--- src/rtl/video_timing_gen_pkg.sv ---
// Shared video definitions: the VideoMode timing record, standard modes and
// helpers that derive the line/field totals from a record.
package video_timing_gen_pkg;

  localparam int unsigned VM_W = 12;

  typedef struct packed {
    logic [VM_W-1:0] h_sync, h_back_porch, h_active, h_front_porch;
    logic [VM_W-1:0] v_sync, v_back_porch_1, v_back_porch_2, v_active, v_front_porch;
    logic            interlaced, h_sync_pol, v_sync_pol;
  } VideoMode;

  localparam VideoMode MODE_640X480P60 = '{
    h_sync: 12'd96, h_back_porch: 12'd48, h_active: 12'd640, h_front_porch: 12'd16,
    v_sync: 12'd2, v_back_porch_1: 12'd33, v_back_porch_2: 12'd33, v_active: 12'd480,
    v_front_porch: 12'd10, interlaced: 1'b0, h_sync_pol: 1'b0, v_sync_pol: 1'b0};

  localparam VideoMode MODE_1280X720P60 = '{
    h_sync: 12'd40, h_back_porch: 12'd220, h_active: 12'd1280, h_front_porch: 12'd110,
    v_sync: 12'd5, v_back_porch_1: 12'd20, v_back_porch_2: 12'd20, v_active: 12'd720,
    v_front_porch: 12'd5, interlaced: 1'b0, h_sync_pol: 1'b1, v_sync_pol: 1'b1};

  // Field 2 carries the extra half-line of back porch as a whole line.
  localparam VideoMode MODE_1920X1080I60 = '{
    h_sync: 12'd44, h_back_porch: 12'd148, h_active: 12'd1920, h_front_porch: 12'd88,
    v_sync: 12'd5, v_back_porch_1: 12'd15, v_back_porch_2: 12'd16, v_active: 12'd540,
    v_front_porch: 12'd2, interlaced: 1'b1, h_sync_pol: 1'b1, v_sync_pol: 1'b1};

  function automatic logic [VM_W-1:0] mode_h_total(VideoMode m);
    return m.h_sync + m.h_back_porch + m.h_active + m.h_front_porch;
  endfunction

  function automatic logic [VM_W-1:0] mode_v_total(VideoMode m, logic field);
    return m.v_sync + (field ? m.v_back_porch_2 : m.v_back_porch_1) + m.v_active +
           m.v_front_porch;
  endfunction

  function automatic logic mode_ok(VideoMode m);
    return (mode_h_total(m) != '0) && (mode_v_total(m, 1'b0) != '0) &&
           (mode_v_total(m, 1'b1) != '0);
  endfunction

endpackage

--- src/rtl/video_timing_gen_axis_counter.sv ---
// One raster axis: wrapping position counter plus next-cycle sync/window decode
// and a registered visible index.
module video_axis_counter #(
  parameter int CNT_W = 12
) (
  input  logic             clock,
  input  logic             resetn,
  input  logic             en,
  input  logic             clear,
  input  logic [CNT_W-1:0] total,
  input  logic [CNT_W-1:0] sync_len,
  input  logic [CNT_W-1:0] start,
  input  logic [CNT_W-1:0] active_len,
  output logic [CNT_W-1:0] count,
  output logic             wrap,
  output logic             sync_hit,
  output logic             in_win,
  output logic [CNT_W-1:0] vis
);

  logic [CNT_W-1:0] count_d, vis_d;

  assign wrap = en && (count == total - 1'b1);

  always_comb begin
    count_d = count;
    if (clear || wrap) begin
      count_d = '0;
    end else if (en) begin
      count_d = count + 1'b1;
    end
  end

  // Decode is taken from the next count so it lands in the same cycle as the count.
  assign sync_hit = count_d < sync_len;
  assign in_win   = (count_d >= start) && (count_d - start < active_len);
  assign vis_d    = in_win ? count_d - start : '0;

  always_ff @(posedge clock or negedge resetn) begin
    if (!resetn) begin
      count <= '0;
      vis   <= '0;
    end else begin
      count <= count_d;
      vis   <= vis_d;
    end
  end

endmodule

--- src/rtl/video_timing_gen.sv ---
// Raster timing generator: counters, field flag and sync/DE strobes from a shadowed
// VideoMode that is only replaced at a frame boundary.
module video_timing_gen
  import video_timing_gen_pkg::*;
#(
  parameter int CNT_W = 12
) (
  input  logic             clock,
  input  logic             resetn,
  input  VideoMode         videoMode,
  input  logic             mode_update,
  output logic [CNT_W-1:0] counterX,
  output logic [CNT_W-1:0] counterY,
  output logic [CNT_W-1:0] visible_counterX,
  output logic [CNT_W-1:0] visible_counterY,
  output logic             state,
  output logic             hsync,
  output logic             vsync,
  output logic             de,
  output logic             frame_start,
  output logic             mode_busy
);

  localparam logic ST_LOAD = 1'b0;
  localparam logic ST_RUN  = 1'b1;

  logic     fsm_q;
  VideoMode mode_q, mode_d;
  logic     valid_q, valid_d, pending_q, pending_d, state_q, state_d;
  logic     run, cand_ok, frame_end, reload, take, clear;
  logic     h_wrap, h_sync_hit, h_in_win, v_wrap, v_sync_hit, v_in_win;
  logic [VM_W-1:0] v_bp_d;

  assign run       = (fsm_q == ST_RUN);
  assign cand_ok   = mode_ok(videoMode);
  assign frame_end = v_wrap & (~mode_q.interlaced | state_q);
  // With no valid shadow there is no frame to finish, so a request is taken at once.
  assign reload    = run & pending_q & (frame_end | ~valid_q);
  assign take      = ~run | reload;
  assign mode_d    = (take && cand_ok) ? videoMode : mode_q;
  assign valid_d   = valid_q | (take & cand_ok);
  assign clear     = take | ~valid_d;
  assign pending_d = mode_update | (pending_q & ~reload);

  always_comb begin
    state_d = state_q;
    if (clear) begin
      state_d = 1'b0;
    end else if (v_wrap) begin
      state_d = mode_q.interlaced & ~state_q;
    end
  end

  assign v_bp_d = state_d ? mode_d.v_back_porch_2 : mode_d.v_back_porch_1;

  video_axis_counter #(.CNT_W(CNT_W)) u_h_axis (
    .clock      (clock),
    .resetn     (resetn),
    .en         (run & valid_q),
    .clear      (clear),
    .total      (CNT_W'(mode_h_total(mode_q))),
    .sync_len   (CNT_W'(mode_d.h_sync)),
    .start      (CNT_W'(mode_d.h_sync + mode_d.h_back_porch)),
    .active_len (CNT_W'(mode_d.h_active)),
    .count      (counterX),
    .wrap       (h_wrap),
    .sync_hit   (h_sync_hit),
    .in_win     (h_in_win),
    .vis        (visible_counterX)
  );

  video_axis_counter #(.CNT_W(CNT_W)) u_v_axis (
    .clock      (clock),
    .resetn     (resetn),
    .en         (h_wrap),
    .clear      (clear),
    .total      (CNT_W'(mode_v_total(mode_q, state_q))),
    .sync_len   (CNT_W'(mode_d.v_sync)),
    .start      (CNT_W'(mode_d.v_sync + v_bp_d)),
    .active_len (CNT_W'(mode_d.v_active)),
    .count      (counterY),
    .wrap       (v_wrap),
    .sync_hit   (v_sync_hit),
    .in_win     (v_in_win),
    .vis        (visible_counterY)
  );

  always_ff @(posedge clock or negedge resetn) begin
    if (!resetn) begin
      fsm_q       <= ST_LOAD;
      mode_q      <= '0;
      valid_q     <= 1'b0;
      pending_q   <= 1'b0;
      state_q     <= 1'b0;
      hsync       <= 1'b0;
      vsync       <= 1'b0;
      de          <= 1'b0;
      frame_start <= 1'b0;
    end else begin
      fsm_q       <= ST_RUN;
      mode_q      <= mode_d;
      valid_q     <= valid_d;
      pending_q   <= pending_d;
      state_q     <= state_d;
      hsync       <= valid_d & (h_sync_hit ^ ~mode_d.h_sync_pol);
      vsync       <= valid_d & (v_sync_hit ^ ~mode_d.v_sync_pol);
      de          <= valid_d & h_in_win & v_in_win;
      // Counters land on (0,0) exactly after a clear or a field/frame wrap.
      frame_start <= valid_d & (take | v_wrap);
    end
  end

  assign state     = state_q;
  assign mode_busy = pending_q;

endmodule

--- config.mk ---
export PLATFORM = sky130hd
export DESIGN_NAME = video_timing_gen
export DESIGN_NICKNAME = d
export VERILOG_FILES = /design/src/rtl/video_timing_gen_pkg.sv /design/src/rtl/video_timing_gen_axis_counter.sv /design/src/rtl/video_timing_gen.sv
export SDC_FILE = /design/constraint.sdc
export NUM_CORES = 1
export LEC_CHECK = 0
export CAP_MARGIN = 40
export CORE_MARGIN = 2
export CORE_UTILIZATION = 59
export DETAILED_ROUTE_END_ITERATION = 8
export GPL_ROUTABILITY_DRIVEN = 0
export MAX_ROUTING_LAYER = met4
export PLACE_DENSITY = 0.87
export SYNTH_ARGS = -nofsm -noshare
export SYNTH_HDL_FRONTEND = slang
export SYNTH_SLANG_ARGS = --single-unit
--- constraint.sdc ---
create_clock -name clock -period 11.82 [get_ports clock]
set_input_delay 2.364 -clock clock [delete_from_list [all_inputs] [get_ports clock]]
set_output_delay 2.364 -clock clock [all_outputs]
set_load 0.02 [all_outputs]
Figure 1. Where the registers sit.
Bar = 50 µm. Other sequential cells in the stronger grey, the rest of the logic in the fainter grey.
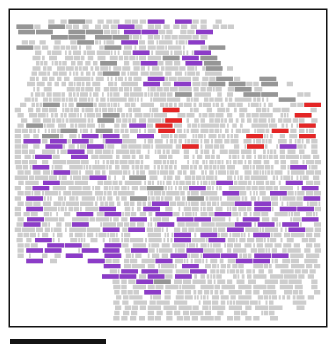
legend:
  `u_v_axis.count`:
    colour: red
    sequential_cells: 12
  `mode_q`:
    colour: purple
    sequential_cells: 111
    where: spread over the die

Figure 2. Routing congestion map.
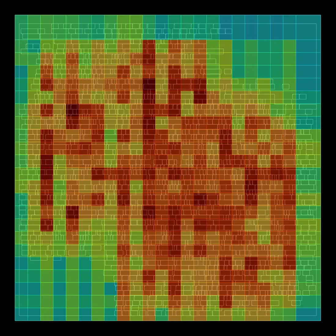
WL/cell: 20.5 µm
GRT met2 Usage: 0.548
GR Util met1: 0.365
GRT Total Usage: 0.322
final core occ: 0.714

==> impl_metrics.env <==
# flow metrics
export IMPL_fp_util=0.605
export IMPL_grt_overflow_total=0
export IMPL_r2r_end="u_v_axis.vis[2]"
export IMPL_hold_class="reg -> reg"
export IMPL_stdcell_count=2019
export IMPL_syn_mean_instance_area_um2=10.2
export IMPL_grt_pass1_wl_um=65000
export IMPL_comb_cell_share=0.569
export IMPL_met1_length_um=15600
export IMPL_cp_max_fo=57
export IMPL_ant_nets=0
export IMPL_startpoint_type="primary input"
export IMPL_hpwl_um=33600
export IMPL_logic_area_um2=10300
export IMPL_yosysWarnings=0
export IMPL_synth_cell_area_um2=15300
export IMPL_cap_viol_max_count=0
export IMPL_p_int_uw=1740
export IMPL_drt_initial_drc_count=1025
export IMPL_setup_viol=0
export IMPL_p_sw_uw=1410
export IMPL_slowest_stage="clkdlybuf4s50_1"
export IMPL_io_buffers=167
export IMPL_dp_cells=1985
export IMPL_num_antenna_cells=2
export IMPL_dp_slack_ns=-0.0145
export IMPL_p_leak_uw=0.00866
export IMPL_yosys_stat_seqShare=0.273
export IMPL_antenna_found_initial=2
export IMPL_max_freq_mhz=87.8
export IMPL_yosysMostFrequentCell="inv_1"
export IMPL_cts_buffers=17
export IMPL_synthCells=1498
export IMPL_max_vdd_ir_drop_mv=0.125
export IMPL_r2r_cells=44
export IMPL_power_total_uw=3140
export IMPL_clock_latency_ns=0.45
export IMPL_cp_startpoint="videoMode[88]"
export IMPL_top_cell_area_share=0.273
export IMPL_reg2reg_slack_ns=1.53
export IMPL_min_to="mode_q[65]"
export IMPL_status="complete, no violations"
Figure 3. Gate families picked out.
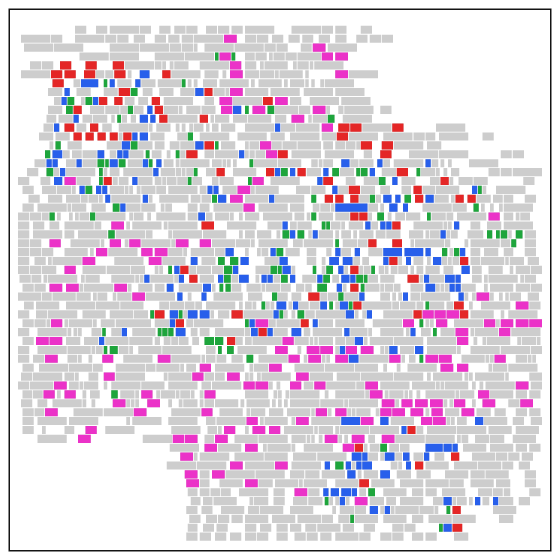
legend:
  multiplexers:
    colour: magenta
    cells: 142
  NAND gates:
    colour: green
    cells: 115
  AND-OR and OR-AND gates:
    colour: red
    cells: 82
  inverting AOI/OAI gates:
    colour: blue
    cells: 171

Figure 4. Signal wires by layer.
Two of the layers only.
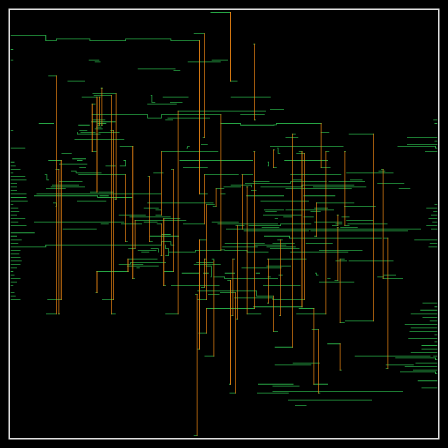
legend:
  met3:
    colour: green
    wire_length: 2,940 µm
  met4:
    colour: orange
    wire_length: 2,130 µm

cell families (layout without fill, tap and decap cells):
kind of cell,count (synthesis),in the layout,share of synthesized area
other,1,3,0.000245
DFF,167,167,0.273
xor gates and xnor gates,139,139,0.0794
adders and majority gates,283,283,0.284
AOI/OAI and AO/OA,253,253,0.114
and+or+nand+nor,277,277,0.0914
buffers and inverters,236,425,0.0587
muxes,142,142,0.0996
registers in the layout, summed over array words and instances (netlist names), 12 cells and up:
name / flops
u_v_axis.vis: 12
u_h_axis.vis: 12
mode_q: 111
u_h_axis.count: 12
u_v_axis.count: 12
critical path: cells and delay by family:
kind	cells	cell delay, ns
xor gates and xnor gates	2	0.36
AOI/OAI and AO/OA	10	2.57
buffers and inverters	3	1.14
muxes	2	0.69
adders and majority gates	7	2.73
and+or+nand+nor	13	1.85
